`src/rtl/sys_bus_arbiter_pkg.sv`:
```
// Shared bus encodings and arbiter state encoding used by the sys_bus arbiter
// and anything else that drives or observes sys_bus control codes.
package rvcpu_bus_defs;

  typedef enum logic [2:0] {
    RD_NONE = 3'd0,
    RD_LB   = 3'd1,
    RD_LH   = 3'd2,
    RD_LW   = 3'd3,
    RD_LD   = 3'd4,
    RD_LBU  = 3'd5,
    RD_LHU  = 3'd6,
    RD_LWU  = 3'd7
  } bus_rd_e;

  typedef enum logic [2:0] {
    WR_NONE = 3'd0,
    WR_SB   = 3'd1,
    WR_SH   = 3'd2,
    WR_SW   = 3'd3,
    WR_SD   = 3'd4
  } bus_wr_e;

  typedef enum logic [1:0] {
    IDLE    = 2'd0,
    GNT_IF  = 2'd1,
    GNT_MEM = 2'd2
  } arb_state_e;

endpackage

```
`src/rtl/sys_bus_arbiter_if.sv`:
```
// Stage-port and sys_bus signal bundle for the arbiter. The slave modport is
// the arbiter's view; the master modport is the pipeline-plus-bus view.
interface sys_bus_arbiter_if;
  // Handshake: a port raises *_req with a stable payload and holds it until
  // it sees a one-cycle *_ack; rdata is valid only while *_ack is high.
  // On the bus side bus_* hold steady for the whole grant until bus_ready.
  logic        if_req;
  logic [63:0] if_addr;
  logic [31:0] if_rdata;
  logic        if_ack;
  logic        if_stall;

  logic        mem_req;
  logic [2:0]  mem_rd_ctrl;
  logic [2:0]  mem_wr_ctrl;
  logic [63:0] mem_addr;
  logic [63:0] mem_wdata;
  logic [63:0] mem_rdata;
  logic        mem_ack;
  logic        mem_stall;

  logic [2:0]  bus_rd_ctrl;
  logic [2:0]  bus_wr_ctrl;
  logic [63:0] bus_addr;
  logic [63:0] bus_din;
  logic [63:0] bus_dout;
  logic        bus_ready;
  logic        timeout_err;

  modport slave (
    input  if_req, if_addr,
    output if_rdata, if_ack, if_stall,
    input  mem_req, mem_rd_ctrl, mem_wr_ctrl, mem_addr, mem_wdata,
    output mem_rdata, mem_ack, mem_stall,
    output bus_rd_ctrl, bus_wr_ctrl, bus_addr, bus_din,
    input  bus_dout, bus_ready,
    output timeout_err
  );

  modport master (
    output if_req, if_addr,
    input  if_rdata, if_ack, if_stall,
    output mem_req, mem_rd_ctrl, mem_wr_ctrl, mem_addr, mem_wdata,
    input  mem_rdata, mem_ack, mem_stall,
    input  bus_rd_ctrl, bus_wr_ctrl, bus_addr, bus_din,
    output bus_dout, bus_ready,
    input  timeout_err
  );
endinterface

```
`src/rtl/sys_bus_arbiter.sv`:
```
// Registered two-port arbiter for sys_bus: MEM-priority grant FSM with an IF
// starvation guard, per-port req/ack handshake, stalls and a dead-slave timeout.
module sys_bus_arbiter
  import rvcpu_bus_defs::*;
#(
  parameter int         FAIR_LIMIT = 2,
  parameter int         TIMEOUT    = 16,
  parameter logic [2:0] IF_RD_CTRL = 3'b011
) (
  input  logic             clk,
  input  logic             rst,
  sys_bus_arbiter_if.slave bif,
  output arb_state_e       o_state
);

  localparam int SW = $clog2(FAIR_LIMIT + 1);
  localparam int TW = $clog2(TIMEOUT + 1);
  localparam logic [SW-1:0] STARVE_MAX = SW'(FAIR_LIMIT);
  localparam logic [TW-1:0] TMO_MAX    = TW'(TIMEOUT);

  arb_state_e  r_state;
  arb_state_e  w_next_state;
  logic [SW-1:0] r_starve_cnt;
  logic [TW-1:0] r_tmo_cnt;
  logic        r_if_ack;
  logic        r_mem_ack;
  logic        r_timeout_err;
  logic [31:0] r_if_rdata;
  logic [63:0] r_mem_rdata;
  logic [2:0]  r_bus_rd_ctrl;
  logic [2:0]  r_bus_wr_ctrl;
  logic [63:0] r_bus_addr;
  logic [63:0] r_bus_din;

  logic w_if_valid;
  logic w_mem_valid;
  logic w_turnaround;
  logic w_pick_if;
  logic w_pick_mem;
  logic w_done;
  logic w_abort;

  // The ack cycle is a turnaround: nobody is granted, so a requester still
  // holding its (already served) request is never re-granted on stale data.
  assign w_turnaround = r_if_ack || r_mem_ack;
  assign w_if_valid   = bif.if_req  && !r_if_ack;
  assign w_mem_valid  = bif.mem_req && !r_mem_ack;

  always_comb begin
    w_next_state = r_state;
    w_pick_if    = 1'b0;
    w_pick_mem   = 1'b0;
    w_done       = 1'b0;
    w_abort      = 1'b0;
    case (r_state)
      IDLE: begin
        if (!w_turnaround) begin
          if (w_if_valid && w_mem_valid) begin
            if (r_starve_cnt == STARVE_MAX) w_pick_if  = 1'b1;
            else                            w_pick_mem = 1'b1;
          end else if (w_if_valid) begin
            w_pick_if = 1'b1;
          end else if (w_mem_valid) begin
            w_pick_mem = 1'b1;
          end
        end
        if (w_pick_if)       w_next_state = GNT_IF;
        else if (w_pick_mem) w_next_state = GNT_MEM;
      end
      GNT_IF, GNT_MEM: begin
        if (bif.bus_ready)              w_done  = 1'b1;
        else if (r_tmo_cnt == TMO_MAX)  w_abort = 1'b1;
        if (w_done || w_abort) w_next_state = IDLE;
      end
      default: w_next_state = IDLE;
    endcase
  end

  always_ff @(posedge clk) begin
    if (rst) begin
      r_state       <= IDLE;
      r_starve_cnt  <= '0;
      r_tmo_cnt     <= '0;
      r_if_ack      <= 1'b0;
      r_mem_ack     <= 1'b0;
      r_timeout_err <= 1'b0;
      r_if_rdata    <= '0;
      r_mem_rdata   <= '0;
      r_bus_rd_ctrl <= '0;
      r_bus_wr_ctrl <= '0;
      r_bus_addr    <= '0;
      r_bus_din     <= '0;
    end else begin
      r_state       <= w_next_state;
      r_if_ack      <= 1'b0;
      r_mem_ack     <= 1'b0;
      r_timeout_err <= 1'b0;

      if (w_pick_if) begin
        r_bus_rd_ctrl <= IF_RD_CTRL;
        r_bus_wr_ctrl <= WR_NONE;
        r_bus_addr    <= bif.if_addr;
        r_bus_din     <= '0;
        r_tmo_cnt     <= TW'(1);
        r_starve_cnt  <= '0;
      end else if (w_pick_mem) begin
        r_bus_rd_ctrl <= bif.mem_rd_ctrl;
        r_bus_wr_ctrl <= bif.mem_wr_ctrl;
        r_bus_addr    <= bif.mem_addr;
        r_bus_din     <= bif.mem_wdata;
        r_tmo_cnt     <= TW'(1);
        if (!bif.if_req)                    r_starve_cnt <= '0;
        else if (r_starve_cnt != STARVE_MAX) r_starve_cnt <= r_starve_cnt + SW'(1);
      end else if (r_state == IDLE && !bif.if_req) begin
        r_starve_cnt <= '0;
      end

      // Completion and abort both release the bus; an abort returns zero data.
      if (w_done || w_abort) begin
        r_bus_rd_ctrl <= '0;
        r_bus_wr_ctrl <= '0;
        r_bus_addr    <= '0;
        r_bus_din     <= '0;
        r_timeout_err <= w_abort;
        if (r_state == GNT_IF) begin
          r_if_ack   <= 1'b1;
          r_if_rdata <= w_abort ? 32'd0 : bif.bus_dout[31:0];
        end else begin
          r_mem_ack   <= 1'b1;
          r_mem_rdata <= w_abort ? 64'd0 : bif.bus_dout;
        end
      end else if (r_state != IDLE) begin
        r_tmo_cnt <= r_tmo_cnt + TW'(1);
      end
    end
  end

  assign bif.if_rdata    = r_if_rdata;
  assign bif.if_ack      = r_if_ack;
  assign bif.if_stall    = bif.if_req && !r_if_ack;
  assign bif.mem_rdata   = r_mem_rdata;
  assign bif.mem_ack     = r_mem_ack;
  assign bif.mem_stall   = bif.mem_req && !r_mem_ack;
  assign bif.bus_rd_ctrl = r_bus_rd_ctrl;
  assign bif.bus_wr_ctrl = r_bus_wr_ctrl;
  assign bif.bus_addr    = r_bus_addr;
  assign bif.bus_din     = r_bus_din;
  assign bif.timeout_err = r_timeout_err;
  assign o_state         = r_state;

endmodule

```
`src/flat_wrapper.sv`:
```
// flat-port wrapper written by rule: the top's interface ports become plain ports
module sys_bus_arbiter_flat import rvcpu_bus_defs::*;
#(
  parameter int         FAIR_LIMIT = 2,
  parameter int         TIMEOUT    = 16,
  parameter logic [2:0] IF_RD_CTRL = 3'b011
)
  (clk, rst, o_state, bif_if_req, bif_if_addr, bif_if_rdata, bif_if_ack, bif_if_stall, bif_mem_req, bif_mem_rd_ctrl, bif_mem_wr_ctrl, bif_mem_addr, bif_mem_wdata, bif_mem_rdata, bif_mem_ack, bif_mem_stall, bif_bus_rd_ctrl, bif_bus_wr_ctrl, bif_bus_addr, bif_bus_din, bif_bus_dout, bif_bus_ready, bif_timeout_err);
  sys_bus_arbiter_if bif_i ();
  input  logic clk;
  input  logic rst;
  output arb_state_e o_state;
  input wire logic [$bits(bif_i.if_req)-1:0] bif_if_req;
  input wire logic [$bits(bif_i.if_addr)-1:0] bif_if_addr;
  output wire logic [$bits(bif_i.if_rdata)-1:0] bif_if_rdata;
  output wire logic [$bits(bif_i.if_ack)-1:0] bif_if_ack;
  output wire logic [$bits(bif_i.if_stall)-1:0] bif_if_stall;
  input wire logic [$bits(bif_i.mem_req)-1:0] bif_mem_req;
  input wire logic [$bits(bif_i.mem_rd_ctrl)-1:0] bif_mem_rd_ctrl;
  input wire logic [$bits(bif_i.mem_wr_ctrl)-1:0] bif_mem_wr_ctrl;
  input wire logic [$bits(bif_i.mem_addr)-1:0] bif_mem_addr;
  input wire logic [$bits(bif_i.mem_wdata)-1:0] bif_mem_wdata;
  output wire logic [$bits(bif_i.mem_rdata)-1:0] bif_mem_rdata;
  output wire logic [$bits(bif_i.mem_ack)-1:0] bif_mem_ack;
  output wire logic [$bits(bif_i.mem_stall)-1:0] bif_mem_stall;
  output wire logic [$bits(bif_i.bus_rd_ctrl)-1:0] bif_bus_rd_ctrl;
  output wire logic [$bits(bif_i.bus_wr_ctrl)-1:0] bif_bus_wr_ctrl;
  output wire logic [$bits(bif_i.bus_addr)-1:0] bif_bus_addr;
  output wire logic [$bits(bif_i.bus_din)-1:0] bif_bus_din;
  input wire logic [$bits(bif_i.bus_dout)-1:0] bif_bus_dout;
  input wire logic [$bits(bif_i.bus_ready)-1:0] bif_bus_ready;
  output wire logic [$bits(bif_i.timeout_err)-1:0] bif_timeout_err;
  assign bif_i.if_req = bif_if_req;
  assign bif_i.if_addr = bif_if_addr;
  assign bif_if_rdata = bif_i.if_rdata;
  assign bif_if_ack = bif_i.if_ack;
  assign bif_if_stall = bif_i.if_stall;
  assign bif_i.mem_req = bif_mem_req;
  assign bif_i.mem_rd_ctrl = bif_mem_rd_ctrl;
  assign bif_i.mem_wr_ctrl = bif_mem_wr_ctrl;
  assign bif_i.mem_addr = bif_mem_addr;
  assign bif_i.mem_wdata = bif_mem_wdata;
  assign bif_mem_rdata = bif_i.mem_rdata;
  assign bif_mem_ack = bif_i.mem_ack;
  assign bif_mem_stall = bif_i.mem_stall;
  assign bif_bus_rd_ctrl = bif_i.bus_rd_ctrl;
  assign bif_bus_wr_ctrl = bif_i.bus_wr_ctrl;
  assign bif_bus_addr = bif_i.bus_addr;
  assign bif_bus_din = bif_i.bus_din;
  assign bif_i.bus_dout = bif_bus_dout;
  assign bif_i.bus_ready = bif_bus_ready;
  assign bif_timeout_err = bif_i.timeout_err;
  sys_bus_arbiter #(.FAIR_LIMIT(FAIR_LIMIT), .TIMEOUT(TIMEOUT), .IF_RD_CTRL(IF_RD_CTRL)) u_core (.clk(clk), .rst(rst), .bif(bif_i), .o_state(o_state));
endmodule
```
`config.mk`:
```
export PLATFORM = sky130hd
export DESIGN_NAME = sys_bus_arbiter_flat
export DESIGN_NICKNAME = d
export VERILOG_FILES = /design/src/rtl/sys_bus_arbiter_pkg.sv /design/src/rtl/sys_bus_arbiter_if.sv /design/src/rtl/sys_bus_arbiter.sv /design/src/flat_wrapper.sv
export SDC_FILE = /design/constraint.sdc
export NUM_CORES = 1
export LEC_CHECK = 0
export ABC_AREA = 1
export CORE_AREA = 10 10 186 188
export CTS_BUF_LIST = sky130_fd_sc_hd__clkbuf_4
export DETAILED_ROUTE_END_ITERATION = 6
export DIE_AREA = 0 0 196 198
export PLACE_DENSITY = 0.72
export SLEW_MARGIN = 20
export SYNTH_ARGS = -nofsm -noshare
export SYNTH_HDL_FRONTEND = slang
export SYNTH_SLANG_ARGS = --single-unit
```
`constraint.sdc`:
```
create_clock -name clk -period 2.19 [get_ports clk]
set_clock_uncertainty 0.1 [all_clocks]
set_input_delay 0.438 -clock clk [delete_from_list [all_inputs] [get_ports clk]]
set_output_delay 0.438 -clock clk [all_outputs]
set_load 0.03 [all_outputs]
```
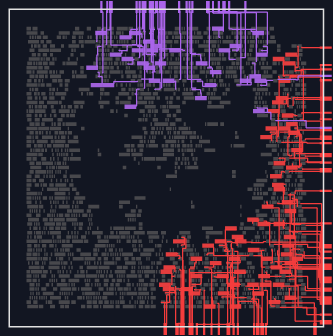
run_1/port_nets.png
[red] `bif_bus_addr` | bits: 64 | direction: output | end cells: 64 | wire: 3040 um
[purple] `bif_if_rdata` | bits: 32 | direction: output | end cells: 32 | wire: 1480 um
count of input and output buffers: 503
IO Pins: 504

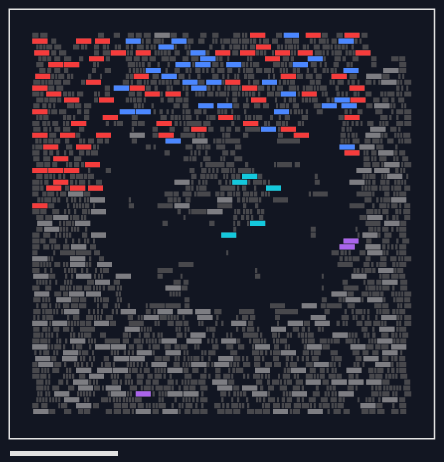
run_1/registers.png
Scale bar: 50 um. Other sequential cells in the stronger gray, the rest of the logic in the fainter gray.
[purple] `u_core.bif.bus_rd_ctrl` | placed flops: 3
[cyan] `u_core.r_tmo_cnt` | placed flops: 5 | where: center
[red] `u_core.bif.mem_rdata` | placed flops: 64
[blue] `u_core.bif.if_rdata` | placed flops: 32
fraction of area in registers: 29.3%
storage element area: 0.00484 mm^2

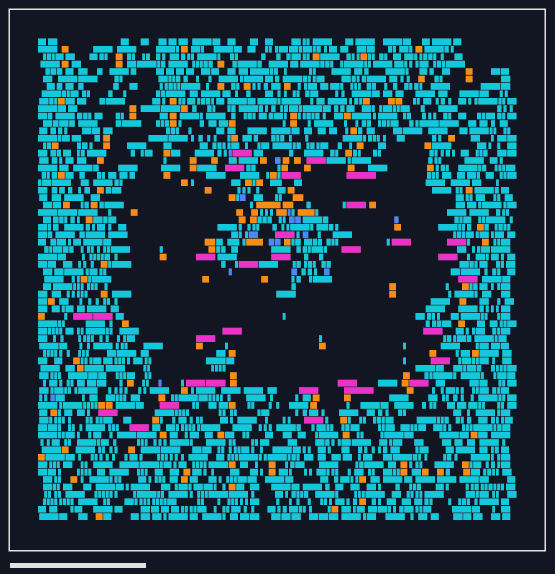
run_1/drive_strength.png
Scale bar: 50 um.
[orange] drive 3 to 4 | cells: 144
[cyan] drive 1 or less | cells: 1853
[magenta] drive 6 and up | cells: 31
[blue] drive 2 | cells: 16
minimum setup slack in the final design: 0.129 ns
buffer count excluding the clock tree in the final layout: 559
finished layout cell area: 0.0165 mm^2

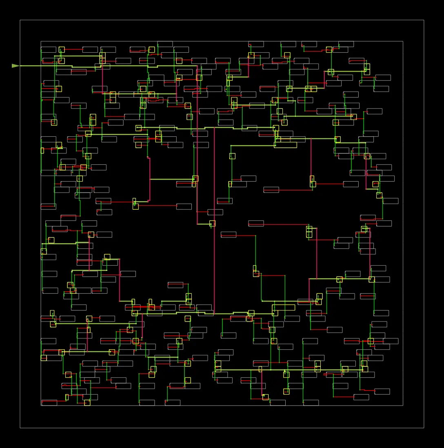
run_1/final_clocks.png
TritonCTS Sinks: 242
worst-skew pair later-pin latency: 0.65 ns
count of flip-flops and latches: 242
clock group power: 4.42 mW
clock buffers created by TritonCTS: 71

==> impl_metrics.py, run 1 <==
# Flow results
metrics = {
    "critical_path": {
        "regToRegSetupSlack_ns": 0.22,
        "crit_path_max_fanout": 3,
        "worst-setup-path-type": "reg2out",
        "critical_path_at_ns": 1.52,
        "worst_setup_path_start_kind": "flip-flop",
        "crit_cells": 1,
        "path_cells": "dlygate4sd2_1",
        "crit_start": "u_core.bif.mem_ack$_SDFF_PP0_",
        "timing.critical_path.slowest_stage_cell": "sky130_fd_sc_hd__dlygate4sd2_1",
        "crit_required_ns": 1.65,
        "worstSetupEndpoint": "bif_mem_ack",
    },
    "timing": {
        "timing_max_transition_violations_final": 0,
        "tightest_slew_ns": 0.473,
        "setup_viol": 0,
        "max_freq_mhz": 485,
        "final.period_utilization_pct": 94.1,
        "timing_hold_violations_final": 0,
        "grt_setup_unrepaired": "false",
        "fin_setup_tns_ns": 0,
    },
    "yosys": {
        "syn-num-nets": 1730,
        "ys_sh_xor_pct": 0.0870,
        "ys_cells": 1458,
        "seq_area_frac_synth_pct": 48.1,
        "yosys_warnings": 0,
        "logic_family": "simple AND/OR/NAND/NOR gates",
        "synth.distinct_cells": 26,
        "yosys-mux-area-fraction_pct": 0,
        "synth-adder-area-share_pct": 0.622,
        "synthSimpleGateAreaFrac_pct": 32.4,
        "yosys.area.top_type_share_pct": 48.1,
        "post_synthesis_cell_area_mm2": 0.0101,
        "synthCells": 1458,
        "numSynthFlops": 242,
        "post-synth-top-area-cell": "sky130_fd_sc_hd__dfxtp_1",
        "aoi_share_pct": 8.95,
        "ys_area_mm2": 0.0101,
    },
    "clock_tree": {
        "cts_hold_buffers": 0,
        "clockBufferDepth": 3,
        "worst_setup_hold_path_clk_slew_ns": 0.06,
        "clock_tree.htree_level_count": 3,
        "clock_tree_from_tritoncts": "built",
        "cts.root.buffer_cell": "sky130_fd_sc_hd__clkbuf_4",
    },
    "global_route": {
        "grt_pass1_wl_mm": 63.3,
        "grtUsageMet2_pct": 34.6,
        "groute.layer.met3.usage_pct": 8.84,
        "grt_pass1_vias": 11196,
        "leftover_overflow_at_the_end_of_global_routing": 0,
        "antenna_found_initial": 3,
        "grt_start_max_net_pins": 102,
        "use_met1_pct": 22.0,
        "groute.usage.overall_pct": 20.4,
        "gr-max-usage-layer": "met2",
    },
    "final_layout": {
        "final_common_cell": "sky130_fd_sc_hd__nand2_1",
        "layout.cells.most_common_list": "457 x sky130_fd_sc_hd__nand2_1, 265 x sky130_fd_sc_hd__clkdlybuf4s50_1, 261 x sky130_fd_sc_hd__nor2_1",
        "nets_finish": 2266,
        "share_of_layout_cells_above_drive_strength_1_pct": 9.34,
        "syn_to_final_growth_pct": 64.1,
        "fillCellCount": 2992,
    },
    "placed_design": {
        "place_ws_ns": 0.00567,
        "dpl.hpwl_mm": 31.0,
        "place_congestion": 0.845,
        "placed_cell_area_mm2": 0.0159,
    },
    "detailed_routing": {
        "wirelength_mm": 41.5,
        "drt_drc_violations_left": 0,
        "routed_wire_length_per_instance_um": 16.9,
        "met3RoutedLength_mm": 4.37,
        "drt-met1-wl_mm": 15.8,
        "top_signal_layer_used": "met4",
        "routed_length_on_met2_mm": 20.1,
    },
    "worst_hold_path": {
        "worstHoldPathCells": 4,
        "whs_endpoint": "u_core.o_state[1]$_SDFFE_PP0P_",
        "worst_hold_startpoint": "rst",
    },
    "power": {
        "power.largest_group": "sequential cells",
        "p_seq_mw": 5.06,
        "combPwrFrac_pct": 29.6,
        "power.internal_mw": 8.86,
        "ir_worst_vdd_mv": 0.513,
        "cellPowerDensity_mw_per_mm2": 816,
    },
    "floorplan": {
        "initCoreUtil_pct": 32.4,
        "die_h_um": 198,
        "die_x_um": 196,
        "placeableCoreArea_mm2": 0.0311,
    },
    "outcome": {
        "outcome": "finished clean",
    },
    "flow_run": {
        "warning_count": 30,
    },
}
[run 1: cell type report]
cell class                      count  area share, %
Sequential cell                   242           29.3
Clock buffer                      107           4.86
Inverter                          123           2.80
Clock inverter                     16          0.697
Tap cell                          402           3.05
Multi-Input combinational cell    997           25.8
Timing Repair Buffer              559           33.4
Antenna cell                        3         0.0455
[run 1: synth_stat cells]
cell type,n
sky130_fd_sc_hd__nand3_1,44
sky130_fd_sc_hd__buf_4,14
sky130_fd_sc_hd__a21oi_1,107
sky130_fd_sc_hd__xor2_1,1
sky130_fd_sc_hd__nand2_4,2
sky130_fd_sc_hd__buf_2,40
sky130_fd_sc_hd__or2_2,2
sky130_fd_sc_hd__inv_2,3
sky130_fd_sc_hd__nor2_1,261
sky130_fd_sc_hd__nor2_4,1
sky130_fd_sc_hd__ha_1,5
sky130_fd_sc_hd__nand4_1,33
sky130_fd_sc_hd__buf_1,2
sky130_fd_sc_hd__o21ai_1,13
sky130_fd_sc_hd__buf_6,8
sky130_fd_sc_hd__o211ai_1,2
sky130_fd_sc_hd__nand3b_1,1
sky130_fd_sc_hd__nand2_1,457
sky130_fd_sc_hd__o21ai_0,57
sky130_fd_sc_hd__clkbuf_1,32
sky130_fd_sc_hd__nand2_2,5
sky130_fd_sc_hd__nand3_4,1
sky130_fd_sc_hd__dfxtp_1,242
sky130_fd_sc_hd__inv_1,120
sky130_fd_sc_hd__nand3_2,2
sky130_fd_sc_hd__nor2_2,3
[run 1: through the flow]
stage / power, mW / hold WS [ns] / cells
3_5_place_dp: 9.47 / 0.352 / 2323
5_1_grt: 14.3 / 0.0450 / 2449
3_3_place_gp: 9.42 / 0.347 / 2323
4_1_cts: 13.7 / 0.00645 / 2446
2_1_floorplan: 7.37 / 0.375 / 1458
6_report: 13.5 / 0.0962 / 2449
==> run 2: changes to the inputs <==
clock period = 2.3 ns   (was 2.19 ns; I/O delays follow)
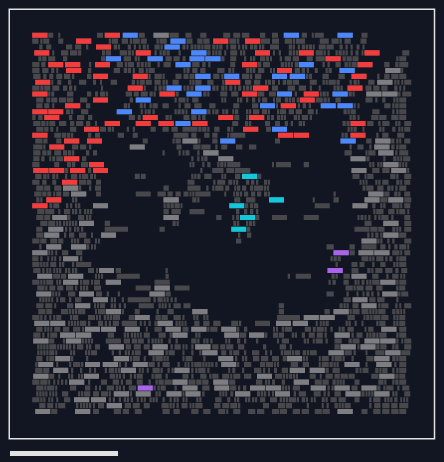
run_2/registers.png
Scale bar: 50 um. Other sequential cells in the stronger gray, the rest of the logic in the fainter gray.
[blue] `u_core.bif.if_rdata` | placed flops: 32
[purple] `u_core.bif.bus_rd_ctrl` | placed flops: 3
[cyan] `u_core.r_tmo_cnt` | placed flops: 5 | where: center
[red] `u_core.bif.mem_rdata` | placed flops: 64
not colored: 138
P_seq: 4.82 mW
fraction of area in registers: 29.6%
fin util: 52.7%

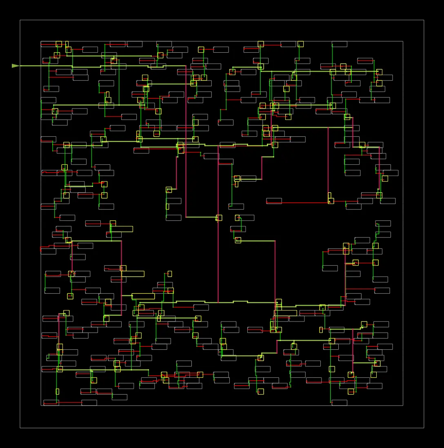
run_2/final_clocks.png
clock group power: 4.35 mW
number of clock buffers in the layout: 101
worst-skew pair later-pin latency: 0.68 ns
clock buffers created by TritonCTS: 70

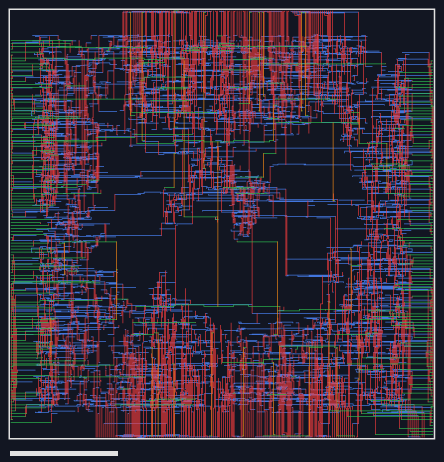
run_2/metal_stack.png
Scale bar: 50 um.
[green] met3 | wire length: 4420 um
[blue] met1 | wire length: 15800 um
[red] met2 | wire length: 19900 um
[orange] met4 | wire length: 1260 um
wire length after detailed routing: 41.3 mm
Total Routing Usage GR: 20.1%

==> impl_metrics.py, run 2 <==
# Flow results
metrics = {
    "outcome": {
        "outcome": "finished clean",
    },
    "power": {
        "combPwrFrac_pct": 28.8,
        "power.largest_group": "sequential cells",
        "totalPowerFinal_mw": 12.9,
        "ir_worst_vdd_mv": 0.424,
        "cellPowerDensity_mw_per_mm2": 787,
    },
    "yosys": {
        "post-synth-top-area-cell": "sky130_fd_sc_hd__dfxtp_1",
        "syn-num-nets": 1730,
        "post_synthesis_cell_area_mm2": 0.0101,
        "numSynthFlops": 242,
        "synthCells": 1458,
        "yosys.area.top_type_share_pct": 48.1,
        "seq_area_frac_synth_pct": 48.1,
        "yosys_warnings": 0,
        "ys.flop_type": "sky130_fd_sc_hd__dfxtp_1",
    },
    "final_layout": {
        "final_common_cell": "sky130_fd_sc_hd__nand2_1",
        "share_of_layout_cells_above_drive_strength_1_pct": 8.50,
        "nets_finish": 2247,
        "layout.cells.most_common_list": "457 x sky130_fd_sc_hd__nand2_1, 265 x sky130_fd_sc_hd__clkdlybuf4s50_1, 261 x sky130_fd_sc_hd__nor2_1",
    },
    "flow_run": {
        "warning_count": 30,
    },
    "critical_path": {
        "crit_cells": 11,
        "worst_setup_path_start_kind": "flip-flop",
        "crit_path_max_fanout": 32,
        "crit_required_ns": 2.79,
        "critical_path_at_ns": 2.61,
        "path_cells": "inv_1, ha_2, inv_2, nor2_4, nand3_4, nand2_4, nand2_2, inv_2, buf_12, nand2_1, a21oi_1",
    },
    "timing": {
        "timing_hold_violations_final": 0,
        "setup_viol": 0,
        "timing_max_transition_violations_final": 0,
        "max_freq_mhz": 470,
    },
    "global_route": {
        "grt_start_max_net_pins": 102,
        "antenna_found_initial": 5,
        "leftover_overflow_at_the_end_of_global_routing": 0,
        "use_met1_pct": 22.0,
        "grtUsageMet2_pct": 33.5,
    },
    "clock_tree": {
        "cts.root.buffer_cell": "sky130_fd_sc_hd__clkbuf_4",
        "cts_hold_buffers": 0,
        "clock_tree_from_tritoncts": "built",
        "clockBufferDepth": 3,
        "clock_tree.htree_level_count": 3,
    },
    "floorplan": {
        "initCoreUtil_pct": 32.4,
        "ios": 504,
        "die_h_um": 198,
        "die_x_um": 196,
    },
    "detailed_routing": {
        "drt_drc_violations_left": 0,
        "met3RoutedLength_mm": 4.42,
        "top_signal_layer_used": "met4",
        "routed_wire_length_per_instance_um": 17.0,
        "drt-met1-wl_mm": 15.8,
        "routed_length_on_met2_mm": 19.9,
    },
    "placed_design": {
        "place_congestion": 0.825,
    },
}
[run 2: cell counts after synthesis]
No cell type changed its count.
[run 2: worst min-delay path: stages]
cell,delay (ns)
sky130_fd_sc_hd__buf_4,0.10
sky130_fd_sc_hd__inv_1,0.12
sky130_fd_sc_hd__nand2_1,0.10
sky130_fd_sc_hd__a21oi_1,0.03
[run 2: logic make-up after synthesis]
family / count (synthesis) / synth area share (%)
DFF: 242 / 48.1
buffers and inverters: 219 / 9.78
xor gates and xnor gates: 1 / 0.0870
and+or+nand+nor: 812 / 32.4
AOI/OAI and AO/OA: 179 / 8.95
adders and majority gates: 5 / 0.622
[run 2: final cells by class]
cell class	instances	area, um^2	area share, %
repair buffers	541	5350	32.7
flip-flops and latches	242	4840	29.6
multi-input cells	997	4250	26.0
clock buffers	101	758	4.63
well taps	402	503	3.07
inverters	123	462	2.82
clock inverters	19	186	1.14
diodes	6	15.0	0.0917
[run 2: final timing paths]
kind | slack [ns] | endpoint | startpoint
max reg2reg | 0.17 | u_core.bif.mem_rdata[4]$_SDFFE_PP0P_ | u_core.o_state[0]$_SDFFE_PP0P_
max | 0.17 | u_core.bif.mem_rdata[4]$_SDFFE_PP0P_ | u_core.o_state[0]$_SDFFE_PP0P_
min | 0.11 | u_core.o_state[1]$_SDFFE_PP0P_ | rst
min reg2reg | 0.36 | u_core.bif.mem_rdata[62]$_SDFFE_PP0P_ | u_core.bif.mem_rdata[62]$_SDFFE_PP0P_
[run 2: metrics by stage]
step,instances,setup WS [ns],TNS [ns],area (um^2)
detailed placement,2305,-0.0665,-0.121,15600
finish,2431,0.172,0,16400
floorplan,1458,0.208,0,10100
global placement,2305,-0.0458,-0.0907,15600
CTS,2425,0.0000708,0,16300
global route,2431,-0.0417,-0.0417,16400
Power is estimated from default activity; no workload was simulated.
